**Cell area per tile**

11 x 11 tiles, from white (low) to dark blue (high), 0 to 100% covered.
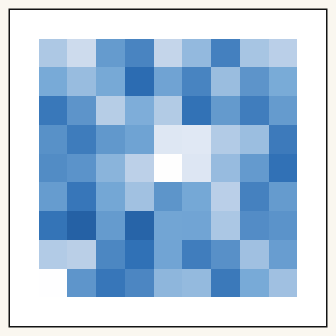
**Cells coloured by class**

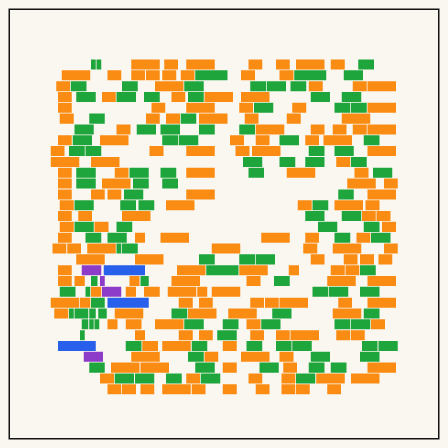
Design vga_wb_arbiter, sky130hd; sources not shown.
==> impl_metrics.toml <==
# physical design summary
[place]
portBuffers = 159
numPlacedInstances = 394
placed_area_mm2 = 0.00372
dp_hpwl_mm = 6.09
gp_congestion = 0.721

[floorplan]
pin_count = 162
die_h_um = 108
die_x_um = 108

[final_timing]
holdWs_ns = 0.305
post-route-period-util = 1.31
setup_violations = 54
worst_slack_ns = -0.431
layout_min_cycle_time_ns = 1.83
fmaxAchievable_ghz = 0.546
rsz0062_at_grt = "true"
hold_violations = 0
slew_viol_final = 0

[clocking]
path_clk_slew_ns = 0.03
htreeDepth = 1
cts-root-buf = "clkbuf_8"
cts_tree = "yes"
cts_setup_buffers = 3
cts_sinks = 3

[synthesis]
ys_ff = 3
ys_cells = 133
area_leaders = "mux2i_1 (51%), nor2_1 (20%), buf_12 (10%)"
yosys-stat-area_um2 = 996
netlist-cell-type-count = 18
edf_count = 0
synth_area_um2 = 996
ff_type = "dfrtp_1"
synth_area_per_cell_um2 = 7.49

[cells_and_area]
clock_buffers = 4
area_dominant_class = "non-clock buffers"
buffers = 179
layout_top_cells = "clkdlybuf4s50_1 (104), buf_12 (62), nor2_4 (52), mux2i_2 (47), buf_4 (10)"
final_cell_area_mm2 = 0.00403
comb_share = 0.342
combGateArea_mm2 = 0.00138
syn_to_final_growth_pct = 305
drive_above_1_share = 0.609

[power_and_ir_drop]
p_int_w = 0.00360
power-top-group = "combinational cells"
power_density_mw_per_mm2 = 2140
leakage_nw = 1.48
p_sw_frac = 0.582
p_clk_w = 0.000253
pwr-share-seq = 0.024
p_clk_frac = 0.029

[critical_path]
cpMaxStageDelayCell = "dfrtp_4"
crit_arrival_ns = 1.48
r2r_slack_ns = 0.22
crit_path_max_incr_delay_ns = 0.54

[detailed_routing]
met3_length_um = 623
met1_length_mm = 2.60
drc = 0
drtAntennaViolNets = 0
routed.top_layer = "met4"
dr.first_iter.drc_count = 40
wl_per_cell_um = 17.1
wl_met2_mm = 3.64
vias = 1598

[global_routing]
grt_use_total = 0.113
grt_overflow = 0
grt_busiest_layer = "met2"
first_global_vias = 1827
met3_usage = 0.0383
antenna_found_initial = 0
grt_util_met1 = 0.128
grt_start_max_net_pins = 17

[outcome]
violations = "setup timing"
status = "finished with violations"
## Picture notes: 'cell area per tile'
The fullest tile reaches 80%. 35% of the tiles are nearly empty. 2.5% of the tiles are over 75% full. The mean over all tiles is 34%.
Initial Util: 0.135
Finished Core Util: 0.547
CORE AREA: 0.00737 mm²

## Picture notes: 'cells coloured by class'
Key: clock drivers and dummy loads = purple [cells 4, share of their area 1.2%]; flops = blue [cells 3, share of their area 2.1%]; combinational and other logic = green [cells 118, share of their area 36%]; other buffers and delay cells = orange [cells 179, share of their area 61%]
cell row count: 31
Seq area share: 0.0208

critical path: cells and delay by family (launching register included):
kind	cells	cell delay, ns
flops	1	0.54
simple gates	1	0.14
buf+inv	2	0.37
mux	1	0.20
logic make-up (layout without fill, tap and decap cells):
group / Yosys count / after routing / share of synthesized area
AND-OR/OR-AND: 4 / 4 / 0.0251
buffers and inverters: 15 / 185 / 0.155
flip-flops: 3 / 3 / 0.0766
multiplexers: 51 / 51 / 0.513
other: 1 / 2 / 0.00377
AND/OR/NAND/NOR: 59 / 59 / 0.227
through the flow:
step,power (W),util
after global placement,0.00788,0.505
after global routing,0.00891,0.547
final,0.00861,0.547
after detailed placement,0.00789,0.505
after floorplan,0.00532,-
after CTS,0.00857,0.538
Power and IR drop assume default switching activity.
